## src/rtl/trace_capture_pkg.sv

```systemverilog
`default_nettype none
// ============================================================================
// Module      : trace_capture_pkg
// Description : Control-register map, FSM encoding and opcode constants
//               shared by the trace capture engine and its FIFO.
// Revision    : 1.0 - initial release
// ============================================================================
package trace_capture_pkg;

    localparam logic [7:0] c_addr_start_en    = 8'h00;
    localparam logic [7:0] c_addr_end_en      = 8'h01;
    localparam logic [7:0] c_addr_start_addr  = 8'h02;
    localparam logic [7:0] c_addr_end_addr    = 8'h03;
    localparam logic [7:0] c_addr_wfi_stop_en = 8'h04;
    localparam logic [7:0] c_addr_range_mask  = 8'h05;
    localparam logic [7:0] c_addr_range_mode  = 8'h06;
    localparam logic [7:0] c_addr_rearm       = 8'h07;
    // Window i lower bound lives at base+2i, upper bound at base+2i+1.
    localparam logic [7:0] c_addr_range_base  = 8'h10;

    localparam logic [31:0] c_wfi_opcode = 32'h1050_0073;

    typedef enum logic [1:0] {
        ST_IDLE    = 2'd0,
        ST_ARMED   = 2'd1,
        ST_TRACING = 2'd2,
        ST_STOPPED = 2'd3
    } trace_state_t;

endpackage : trace_capture_pkg
`default_nettype wire

```

## src/rtl/trace_capture_fifo.sv

```systemverilog
`default_nettype none
// ============================================================================
// Module      : trace_capture_fifo
// Description : Synchronous first-word-fall-through FIFO with occupancy
//               output. Writes into a full FIFO are refused even when a read
//               happens in the same cycle.
// Revision    : 1.0 - initial release
// ============================================================================
module trace_capture_fifo
    import trace_capture_pkg::*;
#(
    parameter int WIDTH = 97,
    parameter int DEPTH = 16
) (
    input  logic                     clk,
    input  logic                     rst,
    input  logic                     i_wr_en,
    input  logic [WIDTH-1:0]         i_wr_data,
    input  logic                     i_rd_en,
    output logic [WIDTH-1:0]         o_rd_data,
    output logic                     o_empty,
    output logic                     o_full,
    output logic [$clog2(DEPTH):0]   o_level
);

    localparam int AW = $clog2(DEPTH);

    logic [WIDTH-1:0] r_mem [DEPTH];
    logic [AW-1:0]    r_wr_ptr;
    logic [AW-1:0]    r_rd_ptr;
    logic [AW:0]      r_level;
    logic             w_push;
    logic             w_pop;

    assign o_empty = (r_level == '0);
    assign o_full  = (r_level == (AW+1)'(DEPTH));
    assign o_level = r_level;
    assign w_push  = i_wr_en & ~o_full;
    assign w_pop   = i_rd_en & ~o_empty;

    always_ff @(posedge clk) begin
        if (rst) begin
            r_wr_ptr <= '0;
            r_rd_ptr <= '0;
            r_level  <= '0;
        end else begin
            if (w_push) begin
                r_wr_ptr <= r_wr_ptr + 1'b1;
            end
            if (w_pop) begin
                r_rd_ptr <= r_rd_ptr + 1'b1;
            end
            case ({w_push, w_pop})
                2'b10:   r_level <= r_level + 1'b1;
                2'b01:   r_level <= r_level - 1'b1;
                default: r_level <= r_level;
            endcase
        end
    end

    // Storage carries no reset; the empty flag masks stale contents.
    always_ff @(posedge clk) begin
        if (w_push) begin
            r_mem[r_wr_ptr] <= i_wr_data;
        end
    end

    assign o_rd_data = o_empty ? '0 : r_mem[r_rd_ptr];

endmodule : trace_capture_fifo
`default_nettype wire

```

## src/rtl/trace_capture_engine.sv

```systemverilog
`default_nettype none
// ============================================================================
// Module      : trace_capture_engine
// Description : Filters the committed-instruction stream through NUM_RANGES
//               address windows under a start/end/WFI trigger FSM, buffers
//               captured {tlast, pc, instr} packets and streams them out on
//               an AXI4-Stream master.
//               Optional: define TRACE_CAPTURE_DROP_COUNT_EN to implement the
//               saturating drop counter (otherwise drop_count reads 0).
// Revision    : 1.0 - initial release
// ============================================================================
module trace_capture_engine
    import trace_capture_pkg::*;
#(
    parameter int XLEN                                = 64,
    parameter int NUM_RANGES                          = 4,
    parameter int FIFO_DEPTH                          = 16,
    parameter int CTRL_WRITE_ENABLE_POSEDGE_TRIGGERED = 1,
    parameter int DATA_W                              = XLEN + 32
) (
    input  logic                          clk,
    input  logic                          rst,
    input  logic                          en,
    input  logic                          pc_valid,
    input  logic [XLEN-1:0]               pc,
    input  logic [31:0]                   instr,
    input  logic [7:0]                    ctrl_addr,
    input  logic [63:0]                   ctrl_wdata,
    input  logic                          ctrl_write_enable,
    input  logic [31:0]                   tlast_interval,
    output logic                          M_AXIS_tvalid,
    input  logic                          M_AXIS_tready,
    output logic [DATA_W-1:0]             M_AXIS_tdata,
    output logic                          M_AXIS_tlast,
    output logic [1:0]                    trace_state,
    output logic [31:0]                   drop_count,
    output logic [$clog2(FIFO_DEPTH):0]   fifo_level
);

    logic                  r_we_d;
    logic                  w_ctrl_wr;
    logic                  w_rearm;
    logic [XLEN-1:0]       w_wdata_x;

    logic                  r_start_en;
    logic                  r_end_en;
    logic                  r_wfi_stop_en;
    logic [XLEN-1:0]       r_start_addr;
    logic [XLEN-1:0]       r_end_addr;
    logic [NUM_RANGES-1:0] r_range_mask;
    logic                  r_range_mode;
    logic [XLEN-1:0]       r_lo [NUM_RANGES];
    logic [XLEN-1:0]       r_hi [NUM_RANGES];

    trace_state_t          r_state;
    logic [31:0]           r_pkt_cnt;

    logic [NUM_RANGES-1:0] w_win_hit;
    logic                  w_range_pass;
    logic                  w_start_hit;
    logic                  w_stop_hit;
    logic                  w_live;
    logic                  w_capture;
    logic                  w_periodic;
    logic                  w_push;
    logic                  w_full;
    logic                  w_empty;
    logic [DATA_W:0]       w_rd_data;
    logic                  w_unused;

    // ------------------------------------------------------------------
    // Control write strobe
    // ------------------------------------------------------------------
    always_ff @(posedge clk) begin
        if (rst) begin
            r_we_d <= 1'b0;
        end else begin
            r_we_d <= ctrl_write_enable;
        end
    end

    generate
        if (CTRL_WRITE_ENABLE_POSEDGE_TRIGGERED != 0) begin : g_wr_posedge
            assign w_ctrl_wr = ctrl_write_enable & ~r_we_d;
        end else begin : g_wr_level
            assign w_ctrl_wr = ctrl_write_enable;
        end
    endgenerate

    assign w_rearm   = w_ctrl_wr & (ctrl_addr == c_addr_rearm);
    assign w_wdata_x = XLEN'(ctrl_wdata);

    // Fields narrower than the write bus simply discard the upper bits.
    assign w_unused = &{1'b0, ctrl_wdata, r_we_d};

    // ------------------------------------------------------------------
    // Control registers
    // ------------------------------------------------------------------
    always_ff @(posedge clk) begin
        if (rst) begin
            r_start_en    <= 1'b0;
            r_end_en      <= 1'b0;
            r_wfi_stop_en <= 1'b1;
            r_start_addr  <= '0;
            r_end_addr    <= '1;
            r_range_mask  <= '0;
            r_range_mode  <= 1'b0;
            for (int i = 0; i < NUM_RANGES; i++) begin
                r_lo[i] <= '0;
                r_hi[i] <= '1;
            end
        end else if (w_ctrl_wr) begin
            case (ctrl_addr)
                c_addr_start_en:    r_start_en    <= ctrl_wdata[0];
                c_addr_end_en:      r_end_en      <= ctrl_wdata[0];
                c_addr_start_addr:  r_start_addr  <= w_wdata_x;
                c_addr_end_addr:    r_end_addr    <= w_wdata_x;
                c_addr_wfi_stop_en: r_wfi_stop_en <= ctrl_wdata[0];
                c_addr_range_mask:  r_range_mask  <= ctrl_wdata[NUM_RANGES-1:0];
                c_addr_range_mode:  r_range_mode  <= ctrl_wdata[0];
                default: ;
            endcase
            for (int i = 0; i < NUM_RANGES; i++) begin
                if (ctrl_addr == c_addr_range_base + 8'(2*i)) begin
                    r_lo[i] <= w_wdata_x;
                end
                if (ctrl_addr == c_addr_range_base + 8'(2*i + 1)) begin
                    r_hi[i] <= w_wdata_x;
                end
            end
        end
    end

    // ------------------------------------------------------------------
    // Address windows: an inverted window (lo > hi) can never match
    // ------------------------------------------------------------------
    generate
        for (genvar g = 0; g < NUM_RANGES; g++) begin : g_win
            assign w_win_hit[g] = r_range_mask[g] & (pc >= r_lo[g]) & (pc <= r_hi[g]);
        end
    endgenerate

    assign w_range_pass = (r_range_mask == '0) |
                          (r_range_mode ? ~(|w_win_hit) : (|w_win_hit));

    // ------------------------------------------------------------------
    // Triggers and capture qualification
    // ------------------------------------------------------------------
    assign w_start_hit = pc_valid & (pc == r_start_addr);
    assign w_stop_hit  = pc_valid & ((r_end_en & (pc == r_end_addr)) |
                                     (r_wfi_stop_en & (instr == c_wfi_opcode)));
    assign w_live      = (r_state == ST_TRACING) | ((r_state == ST_ARMED) & w_start_hit);
    assign w_capture   = pc_valid & en & w_range_pass & w_live;
    assign w_push      = w_capture & ~w_full;
    assign w_periodic  = (tlast_interval != 32'd0) & (r_pkt_cnt >= tlast_interval - 32'd1);

    always_ff @(posedge clk) begin
        if (rst) begin
            r_state <= ST_IDLE;
        end else if (!en) begin
            r_state <= ST_IDLE;
        end else begin
            case (r_state)
                ST_IDLE:    r_state <= r_start_en ? ST_ARMED : ST_TRACING;
                ST_ARMED: begin
                    if (w_start_hit) begin
                        r_state <= w_stop_hit ? ST_STOPPED : ST_TRACING;
                    end
                end
                ST_TRACING: begin
                    if (w_stop_hit) begin
                        r_state <= ST_STOPPED;
                    end
                end
                ST_STOPPED: begin
                    if (w_rearm) begin
                        r_state <= ST_IDLE;
                    end
                end
                default:    r_state <= ST_IDLE;
            endcase
        end
    end

    // Packet counter advances on accepted pushes only; rearm restarts the frame.
    always_ff @(posedge clk) begin
        if (rst) begin
            r_pkt_cnt <= '0;
        end else if (w_rearm) begin
            r_pkt_cnt <= '0;
        end else if (w_push) begin
            r_pkt_cnt <= w_periodic ? 32'd0 : r_pkt_cnt + 32'd1;
        end
    end

`ifdef TRACE_CAPTURE_DROP_COUNT_EN
    logic [31:0] r_drop_count;

    always_ff @(posedge clk) begin
        if (rst) begin
            r_drop_count <= '0;
        end else if (w_capture & w_full & (r_drop_count != 32'hFFFF_FFFF)) begin
            r_drop_count <= r_drop_count + 32'd1;
        end
    end

    assign drop_count = r_drop_count;
`else
    assign drop_count = 32'd0;
`endif

    // ------------------------------------------------------------------
    // Packet buffer and stream output
    // ------------------------------------------------------------------
    trace_capture_fifo #(
        .WIDTH (DATA_W + 1),
        .DEPTH (FIFO_DEPTH)
    ) u_fifo (
        .clk       (clk),
        .rst       (rst),
        .i_wr_en   (w_capture),
        .i_wr_data ({(w_periodic | (w_live & w_stop_hit)), DATA_W'({pc, instr})}),
        .i_rd_en   (M_AXIS_tready),
        .o_rd_data (w_rd_data),
        .o_empty   (w_empty),
        .o_full    (w_full),
        .o_level   (fifo_level)
    );

    assign M_AXIS_tvalid = ~w_empty;
    assign M_AXIS_tdata  = w_rd_data[DATA_W-1:0];
    assign M_AXIS_tlast  = w_rd_data[DATA_W];
    assign trace_state   = r_state;

endmodule : trace_capture_engine
`default_nettype wire
```

## config.mk

```make
export PLATFORM = sky130hd
export DESIGN_NAME = trace_capture_engine
export DESIGN_NICKNAME = d
export VERILOG_FILES = /design/src/rtl/trace_capture_pkg.sv /design/src/rtl/trace_capture_fifo.sv /design/src/rtl/trace_capture_engine.sv
export SDC_FILE = /design/constraint.sdc
export NUM_CORES = 2
export LEC_CHECK = 0
export CORE_MARGIN = 10
export CORE_UTILIZATION = 40
export DETAILED_ROUTE_END_ITERATION = 16
export GPL_ROUTABILITY_DRIVEN = 0
export GPL_TIMING_DRIVEN = 0
export MAX_ROUTING_LAYER = met4
export RECOVER_POWER = 50
export SYNTH_ARGS = -nofsm -noshare
export SYNTH_HDL_FRONTEND = slang
export SYNTH_HIERARCHICAL = 1
export SYNTH_SLANG_ARGS = --single-unit
```

## constraint.sdc

```tcl
create_clock -name clk -period 17.3 [get_ports clk]
set_input_delay 3.46 -clock clk [delete_from_list [all_inputs] [get_ports clk]]
set_output_delay 3.46 -clock clk [all_outputs]
set_load 0.02 [all_outputs]
```

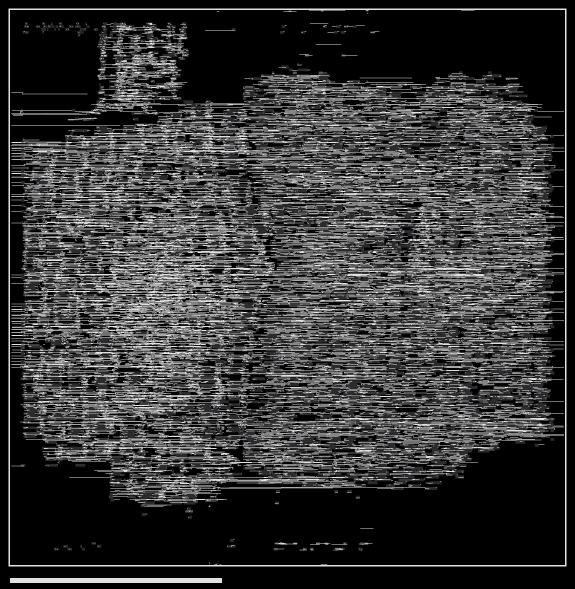
(M1 wires)
Scale bar: 200 um.
nets with wire on the layer: 7818
wire length on this layer: 122 mm
routed wire length: 303000 um
grt met1 use: 28.3%
vias: 61200

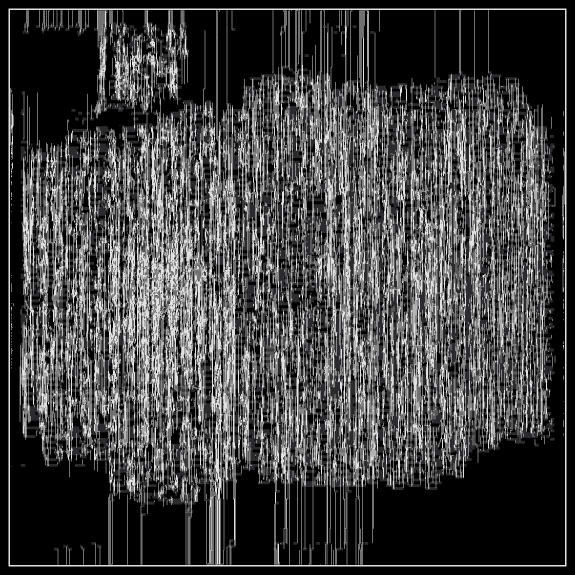
(met2 routing)
share of all routed wire: 48%
nets with wire on the layer: 6893
met2 Resource Use GR: 35.7%

==> Changelog: implementation <==
### Implementation results

- Adder share: 6.90%
- Post-route cell area: 118000 um^2
- Finished Layout Cells: 10900
- Required time of the worst setup path: 17880 ps
- Reg2Reg Depth: 20
- Syn_area_per_cell: 15.3 um^2
- P_leak: 41.4 nW
- Main flop type: edfxtp_1
- Yosys warns: 6
- Simple Share, Synth: 8.54%
- Crit path cell chain: dlygate4sd3_1 > inv_1 > ha_1 > nand2b_1 > a2111oi_0 > a21oi_1 > a211oi_1 > o21a_1 > o31ai_1 > a32o_1 > nor3_1 > xor2_1 > a21oi_1 > o211ai_1 > nor3_2 > buf_6 > buf_4 > buf_8 > buf_6 > buf_6 > buf_6
- Failing checks: capacitance limit, slew limit
- Most frequent logic cell in the layout: edfxtp_1
- TritonCTS Buffers: 224
- Total power: 12.8 mW
- Final setup fails: 0
- Status: finished, violations left
- Worst-Margin Slew: 3750 ps
- Total grt overflow: 0
- Logic family by area: multiplexers
- H-tree Lvls: 4
- Overall global routing resource usage: 22.2%
- CP startpoint kind: input pin
- Largest net degree at the start of global routing: 31
- IO Pins: 343
- Count of maximum capacitance violations: 75
- First-pass GRT wire length: 429000 um
- Reg2reg start: r_lo[2][32]$_SDFFCE_PN0P_
- Critical path origin: pc[0]
- Hold bufs inserted after CTS: 0
- Flop-to-flop setup slack: 9390 ps
- Log Warnings: 32
- Final Slew Violations: 1948
- Yosys xor share: 1.27%
- Hold wc startpoint: r_start_addr[52]$_SDFFE_PP0P_
- Detailed Routing Iterations Pass 1: 8
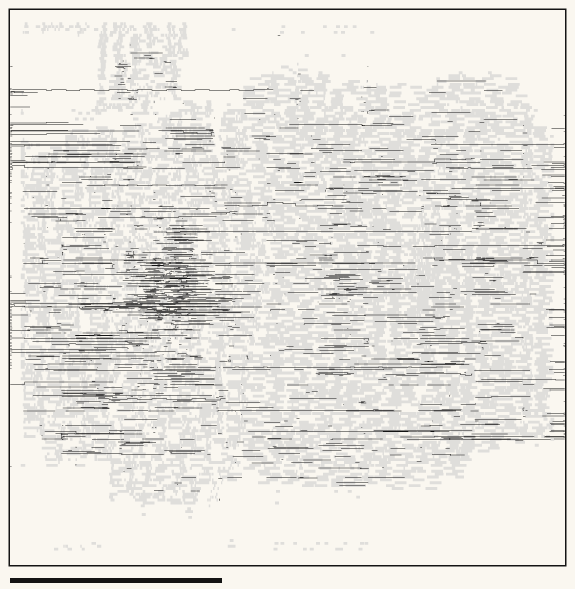
(met3 routing)
Scale bar: 200 um.
wire length on this layer: 24.8 mm
nets with wire on the layer: 801
GR Layer Usage met3: 4.65%

==> Yosys cell counts, types with 19 or more instances <==
| cell type | n | share of area (%) |
|---|---|---|
| edfxtp_1 | 2064 | 61 |
| ha_1 | 558 | 6.9 |
| inv_1 | 548 | 2.0 |
| mux4_2 | 388 | 8.6 |
| nand2_1 | 383 | 1.4 |
| a21oi_1 | 259 | 1.3 |
| or3_1 | 259 | 1.6 |
| and2_1 | 258 | 1.6 |
| clkbuf_1 | 191 | 0.71 |
| dfxtp_1 | 188 | 3.7 |
| nand4_1 | 119 | 0.74 |
| nor2b_1 | 115 | 0.71 |
| nand3_1 | 112 | 0.55 |
| o21ai_0 | 111 | 0.55 |
| nor2_1 | 104 | 0.39 |
| a221o_1 | 103 | 1.0 |
| mux2_2 | 97 | 1.1 |
| a21o_1 | 95 | 0.70 |
| xor2_1 | 74 | 0.64 |
| xnor2_1 | 73 | 0.63 |
| nor4_1 | 49 | 0.30 |
| buf_2 | 48 | 0.24 |
| nor3_1 | 46 | 0.23 |
| buf_1 | 32 | 0.12 |
| buf_4 | 32 | 0.24 |
| a32o_1 | 29 | 0.29 |
| and4_1 | 26 | 0.23 |
| a221oi_1 | 19 | 0.16 |
| nand2b_1 | 19 | 0.12 |
==> cell type report <==
class                           count  area, um^2
Fill cell                       21600      134000
Sequential cell                  2252       65700
Multi-Input combinational cell   3548       32200
Clock buffer                      305        6190
Timing Repair Buffer              449        4990
Tap cell                         3348        4190
Inverter                          550        2060
Buffer                            314        1440
Clock inverter                    116        1160
Antenna cell                       35        87.6
==> stage by stage <==
step	setup TNS [ps]	hold slack (ps)	setup WS (ps)
2_1_floorplan	0	436	3980
3_3_place_gp	-6101690	445	-8950
3_5_place_dp	0	459	4600
4_1_cts	0	467	5470
5_1_grt	0	487	5170
6_report	0	467	5320
==> per-layer routing <==
| metal | vias to the layer above | wire [um] | track usage (%) |
|---|---|---|---|
| met3 | 501 | 24800 | 4.65 |
| li1 | 26900 | - | - |
| met2 | 2410 | 146000 | 35.7 |
| met1 | 31400 | 122000 | 28.3 |
| met5 | - | 0 | - |
| met4 | 0 | 10200 | 6.90 |
==> report_power, final <==
| group | internal (mW) | switching, mW | total [mW] |
|---|---|---|---|
| Clock | 2.78 | 2.09 | 4.88 |
| Combinational | 0.729 | 1.22 | 1.95 |
| Sequential | 5.98 | 0.0207 | 6.00 |
==> sequential cells by signal, indices dropped and copies added (netlist names), named ones only <==
| name | flops |
|---|---|
| r_end_addr | 64 |
| r_wfi_stop_en | 1 |
| trace_state | 2 |
| r_end_en | 1 |
| r_range_mode | 1 |
| r_start_en | 1 |
| r_lo | 256 |
| r_range_mask | 4 |
| r_start_addr | 64 |
| r_hi | 256 |
| u_fifo/r_rd_ptr | 4 |
| u_fifo/o_level | 5 |
| r_pkt_cnt | 32 |
| u_fifo/r_mem | 1552 |
| r_we_d | 1 |
| u_fifo/r_wr_ptr | 4 |
==> worst max-delay path, delay by kind of cell <==
kind	cells	cell delay, ps
buffers and inverters	8	3210
AOI/OAI and AO/OA	8	3960
adders and majority gates	1	470
xor gates and xnor gates	1	100
and+or+nand+nor	3	1290
No activity file was given, so power comes from the tool's default toggle rates.
